==> images/placed.png <==
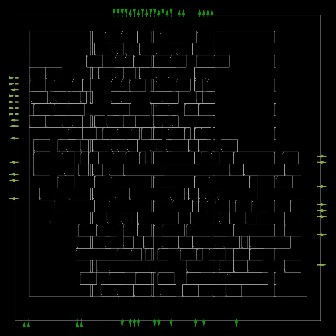
==> images/layers.png <==
Drawn at 6 px/um. Two of the layers only.
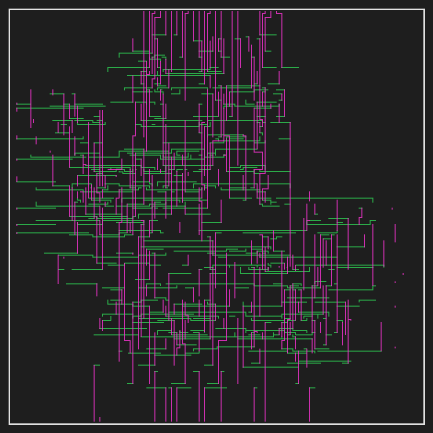
==> images/m2.png <==
Drawn at 6 px/um. Cells faint in the background.
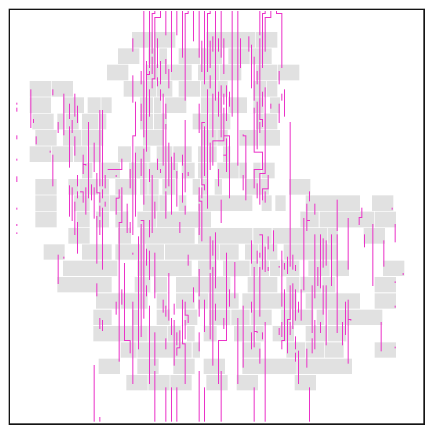
**src/rtl/multicycle_controller.sv**
```systemverilog
// Multicycle RISC-V style control FSM with a retired-instruction counter.
// Optional macro BRANCH_UNSIGNED_EN enables unsigned branches (funct3 110/111).
module multicycle_controller #(
  parameter int ALUCTRL_W = 3,
  parameter int CNT_W     = 16
) (
  input  logic                 clk,
  input  logic                 reset,
  input  logic [6:0]           op,
  input  logic [2:0]           funct3,
  input  logic                 funct7b5,
  input  logic                 Zero,
  input  logic                 notZero,
  input  logic                 LessThan,
  input  logic                 GreaterEqual,
  input  logic                 LessThanU,
  input  logic                 GreaterEqualU,
  input  logic                 MemReady,
  output logic                 PCWrite,
  output logic                 IRWrite,
  output logic                 MemWrite,
  output logic                 RegWrite,
  output logic                 AdrSrc,
  output logic [1:0]           ResultSrc,
  output logic [1:0]           ALUSrcA,
  output logic [1:0]           ALUSrcB,
  output logic [1:0]           ImmSrc,
  output logic [ALUCTRL_W-1:0] ALUControl,
  output logic                 Illegal,
  output logic [CNT_W-1:0]     InstRet,
  output logic [3:0]           state
);

  typedef enum logic [3:0] {
    S_FETCH    = 4'd0,
    S_DECODE   = 4'd1,
    S_MEMADR   = 4'd2,
    S_MEMREAD  = 4'd3,
    S_MEMWB    = 4'd4,
    S_MEMWRITE = 4'd5,
    S_EXECUTER = 4'd6,
    S_EXECUTEI = 4'd7,
    S_ALUWB    = 4'd8,
    S_BRANCH   = 4'd9,
    S_JAL      = 4'd10
  } state_t;

  localparam logic [6:0] OP_LOAD  = 7'b0000011;
  localparam logic [6:0] OP_STORE = 7'b0100011;
  localparam logic [6:0] OP_R     = 7'b0110011;
  localparam logic [6:0] OP_I     = 7'b0010011;
  localparam logic [6:0] OP_BR    = 7'b1100011;
  localparam logic [6:0] OP_JAL   = 7'b1101111;

  localparam logic [2:0] ALU_ADD = 3'b000;
  localparam logic [2:0] ALU_SUB = 3'b001;
  localparam logic [2:0] ALU_AND = 3'b010;
  localparam logic [2:0] ALU_OR  = 3'b011;
  localparam logic [2:0] ALU_SLT = 3'b101;

  state_t state_q, state_d;
  logic   cond_branch, branch_legal, illegal_dec, retire;
  logic   pc_write_raw, ir_write_raw, mem_write_raw, reg_write_raw;
  logic [2:0] alu_op, alu_fn;

`ifndef BRANCH_UNSIGNED_EN
  logic unused_flags;
  assign unused_flags = &{1'b0, LessThanU, GreaterEqualU};
`endif

  // Branch condition and legality, both decoded from funct3 alone.
  always_comb begin
    cond_branch  = 1'b0;
    branch_legal = 1'b1;
    case (funct3)
      3'b000: cond_branch = Zero;
      3'b001: cond_branch = notZero;
      3'b100: cond_branch = LessThan;
      3'b101: cond_branch = GreaterEqual;
`ifdef BRANCH_UNSIGNED_EN
      3'b110: cond_branch = LessThanU;
      3'b111: cond_branch = GreaterEqualU;
`endif
      default: branch_legal = 1'b0;
    endcase
  end

  always_comb begin
    illegal_dec = 1'b0;
    case (op)
      OP_LOAD, OP_STORE, OP_R, OP_I, OP_JAL: illegal_dec = 1'b0;
      OP_BR:   illegal_dec = !branch_legal;
      default: illegal_dec = 1'b1;
    endcase
  end

  // Subtract only for R-type funct3=000 with funct7b5 set; I-type 000 is always add.
  always_comb begin
    alu_fn = ALU_ADD;
    case (funct3)
      3'b000:  alu_fn = (op[5] && funct7b5) ? ALU_SUB : ALU_ADD;
      3'b010:  alu_fn = ALU_SLT;
      3'b110:  alu_fn = ALU_OR;
      3'b111:  alu_fn = ALU_AND;
      default: alu_fn = ALU_ADD;
    endcase
  end

  always_ff @(posedge clk or negedge reset) begin
    if (!reset) state_q <= S_FETCH;
    else        state_q <= state_d;
  end

  always_comb begin
    state_d = state_q;
    case (state_q)
      S_FETCH:    if (MemReady) state_d = S_DECODE;
      S_DECODE: begin
        case (op)
          OP_LOAD, OP_STORE: state_d = S_MEMADR;
          OP_R:              state_d = S_EXECUTER;
          OP_I:              state_d = S_EXECUTEI;
          OP_BR:             state_d = branch_legal ? S_BRANCH : S_FETCH;
          OP_JAL:            state_d = S_JAL;
          default:           state_d = S_FETCH;
        endcase
      end
      S_MEMADR:   state_d = op[5] ? S_MEMWRITE : S_MEMREAD;
      S_MEMREAD:  if (MemReady) state_d = S_MEMWB;
      S_MEMWB:    state_d = S_FETCH;
      S_MEMWRITE: if (MemReady) state_d = S_FETCH;
      S_EXECUTER: state_d = S_ALUWB;
      S_EXECUTEI: state_d = S_ALUWB;
      S_ALUWB:    state_d = S_FETCH;
      S_JAL:      state_d = S_ALUWB;
      S_BRANCH:   state_d = S_FETCH;
      default:    state_d = S_FETCH;
    endcase
  end

  always_comb begin
    pc_write_raw  = 1'b0;
    ir_write_raw  = 1'b0;
    mem_write_raw = 1'b0;
    reg_write_raw = 1'b0;
    AdrSrc        = 1'b0;
    ResultSrc     = 2'b00;
    ALUSrcA       = 2'b00;
    ALUSrcB       = 2'b00;
    alu_op        = ALU_ADD;
    case (state_q)
      S_FETCH: begin
        ALUSrcB      = 2'b10;
        ResultSrc    = 2'b10;
        ir_write_raw = MemReady;
        pc_write_raw = MemReady;
      end
      S_DECODE: begin
        ALUSrcA = 2'b01;
        ALUSrcB = 2'b01;
      end
      S_MEMADR: begin
        ALUSrcA = 2'b10;
        ALUSrcB = 2'b01;
      end
      S_MEMREAD:  AdrSrc = 1'b1;
      S_MEMWB: begin
        ResultSrc     = 2'b01;
        reg_write_raw = 1'b1;
      end
      S_MEMWRITE: begin
        AdrSrc        = 1'b1;
        mem_write_raw = 1'b1;
      end
      S_EXECUTER: begin
        ALUSrcA = 2'b10;
        alu_op  = alu_fn;
      end
      S_EXECUTEI: begin
        ALUSrcA = 2'b10;
        ALUSrcB = 2'b01;
        alu_op  = alu_fn;
      end
      S_ALUWB:    reg_write_raw = 1'b1;
      S_JAL: begin
        ALUSrcA      = 2'b01;
        ALUSrcB      = 2'b10;
        pc_write_raw = 1'b1;
      end
      S_BRANCH: begin
        ALUSrcA      = 2'b10;
        alu_op       = ALU_SUB;
        pc_write_raw = cond_branch;
      end
      default: ;
    endcase
  end

  always_comb begin
    ImmSrc = 2'b00;
    case (op)
      OP_STORE: ImmSrc = 2'b01;
      OP_BR:    ImmSrc = 2'b10;
      OP_JAL:   ImmSrc = 2'b11;
      default:  ImmSrc = 2'b00;
    endcase
  end

  // Enables are qualified by reset so nothing writes while reset is held.
  assign PCWrite    = reset & pc_write_raw;
  assign IRWrite    = reset & ir_write_raw;
  assign MemWrite   = reset & mem_write_raw;
  assign RegWrite   = reset & reg_write_raw;
  assign Illegal    = reset & (state_q == S_DECODE) & illegal_dec;
  assign ALUControl = ALUCTRL_W'(alu_op);
  assign state      = state_q;

  assign retire = (state_q == S_MEMWB) || (state_q == S_ALUWB) ||
                  (state_q == S_BRANCH) || ((state_q == S_MEMWRITE) && MemReady);

  always_ff @(posedge clk or negedge reset) begin
    if (!reset)      InstRet <= '0;
    else if (retire) InstRet <= InstRet + 1'b1;
  end

endmodule

```
**config.mk**
```make
export PLATFORM = sky130hd
export DESIGN_NAME = multicycle_controller
export DESIGN_NICKNAME = d
export VERILOG_FILES = /design/src/rtl/multicycle_controller.sv
export SDC_FILE = /design/constraint.sdc
export NUM_CORES = 1
export LEC_CHECK = 0
export ABC_CLOCK_PERIOD_IN_PS = 4600
export CAP_MARGIN = 40
export CORE_MARGIN = 3
export CORE_UTILIZATION = 35
export CTS_CLUSTER_SIZE = 28
export DETAILED_ROUTE_END_ITERATION = 10
export PLACE_DENSITY = 0.77
export SKIP_LAST_GASP = 1
export SYNTH_ARGS = -nofsm -noshare
export SYNTH_HDL_FRONTEND = slang
export SYNTH_SLANG_ARGS = --single-unit
```
**constraint.sdc**
```tcl
create_clock -name clk -period 4.6 [get_ports clk]
set_input_delay 0.69 -clock clk [delete_from_list [all_inputs] [get_ports clk]]
set_output_delay 0.69 -clock clk [all_outputs]
set_load 0.005 [all_outputs]
```
==> results.py <==
# Metrics from the implementation run
metrics = {
    "sta": {
        "setup_violations": 0,
        "final_hold_viol_count": 0,
        "period_needed_ns": 3.29,
        "tns_ns": 0,
    },
    "clock_network": {
        "cts_tree": "built",
        "insertion_delay_ns": 0.25,
        "clk_pin_slew_ns": 0.07,
    },
    "floorplanning": {
        "pin_count": 57,
        "fp_util": 0.370,
    },
    "logic_synthesis": {
        "yosys_cells": 155,
        "synth_flops": 20,
        "synth-async-reset-ratio": 1.00,
        "yosysWarnings": 0,
        "syn_nets": 176,
        "yosysUniqueCellTypes": 41,
        "synth.cell_area_mm2": 0.00139,
    },
    "run_status": {
        "status": "complete, no violations",
    },
    "pwr": {
        "cellLeakagePower_nw": 0.842,
        "power_switching_mw": 0.131,
        "cellPowerDensity_mw_per_mm2": 239,
        "power.internal_mw": 0.346,
        "clkPwrFrac": 0.273,
    },
    "grt": {
        "grt_start_max_net_pins": 30,
    },
    "routing": {
        "num_vias": 1290,
        "wirelength_um": 3320,
        "wire_per_inst_um": 13.2,
        "drtAntennaViolNets": 0,
    },
    "placement": {
        "hpwl_um": 2570,
        "dp_slack_ns": 1.34,
    },
}
-- placed.png (at the start) --
Non-Filler Instances: 252
Row Count: 22
Core ar.: 0.00374 mm2

-- layers.png (at the start) --
color	layer	wire length
magenta	M2	1610 um
green	M1	1550 um

-- m2.png (at the start) --
share of all routed wire	49%
longest straight run	25.6 um
wire length on this layer	1610 um

[Yosys cell counts, drive strengths merged (2+ instances only)]
| master | instances |
|---|---|
| a21oi | 6 |
| and2 | 2 |
| and3 | 2 |
| and4 | 2 |
| buf | 7 |
| clkbuf | 3 |
| dfrtp | 20 |
| inv | 2 |
| nand2 | 13 |
| nand2b | 4 |
| nand3 | 7 |
| nand4 | 4 |
| nor2 | 8 |
| nor2b | 7 |
| nor3 | 16 |
| nor3b | 3 |
| nor4 | 7 |
| o21a | 4 |
| o21ai | 5 |
| or3 | 2 |
| xnor2 | 2 |
| xor2 | 15 |
[power by group through the flow]
stage,logic [mW],registers (mW),clock network [mW]
2_1_floorplan,0.0576,0.213,0
3_3_place_gp,0.129,0.222,0
3_5_place_dp,0.130,0.222,0
4_1_cts,0.130,0.219,0.133
5_1_grt,0.142,0.222,0.142
6_report,0.128,0.219,0.130
[final cells by class]
class | count | area (um2)
Clock buffer | 4 | 55.1
Fill cell | 373 | 1750
Inverter | 2 | 7.51
Multi-Input combinational cell | 123 | 827
Sequential cell | 20 | 500
Tap cell | 48 | 60.1
Timing Repair Buffer | 55 | 548
[sequential cells by signal (all words and copies together) (netlist names)]
| name | flops |
|---|---|
| InstRet | 16 |
| state | 4 |
[layer usage]
metal	track usage	routed length [um]
met1	0.207	1550
met2	0.236	1610
met3	0.0292	144
met4	0.0292	14
met5	0	0
[worst max-delay path: stages]
cell and delay (ns):
clkdlybuf4s50_1 0.48, nor2b_1 0.17, and4_1 0.23, o21ai_0 0.10, nor4bb_1 0.35, clkdlybuf4s50_1 0.56
[cell usage in the layout, fill, tap and decap left out, drive strengths merged, types with 2 or more instances in the layout]
master         instances
nor3                  16
nor2                   8
o21ai                  5
xor2                  15
nand2b                 4
clkdlybuf4s50         54
nor3b                  3
dfrtp                 20
nand3                  7
and3                   2
nor4                   7
clkbuf                 4
nand2                 13
o21a                   4
nor2b                  7
xnor2                  2
and4                   2
inv                    2
nand4                  4
a21oi                  6
and2                   2
or3                    2
[path summary, 6_finish.rpt]
check	startpoint	endpoint	slack (ns)	cells past startpoint
setup reg to reg	state[2]	InstRet[1]	2.28	4
min in group asynchronous	reset	state[2]	0.68	1
hold reg to reg	InstRet[15]	InstRet[15]	0.48	1
max in group asynchronous	reset	InstRet[7]	3.40	2
setup / recovery	op[5]	Illegal	1.31	6
hold / removal	InstRet[15]	InstRet[15]	0.48	1
[metrics by stage]
step                      instances  hold slack, ns  power [mW]  instance area (um2)
final                           252           0.476       0.477                 2000
after global routing            252           0.501       0.506                 2000
after CTS                       252           0.476       0.483                 2000
after detailed placement        248           0.466       0.352                 1940
after global placement          248           0.455       0.351                 1940
after floorplan                 155           0.394       0.270                 1390
[cell families after synthesis]
logic type / share of synthesized area
and+or+nand+nor: 0.343
AOI/OAI and AO/OA: 0.106
DFF: 0.361
xor gates and xnor gates: 0.108
buffers and inverters: 0.0416
muxes: 0.0316
adders and majority gates: 0.00903
No activity file was given, so power comes from the tool's default toggle rates.
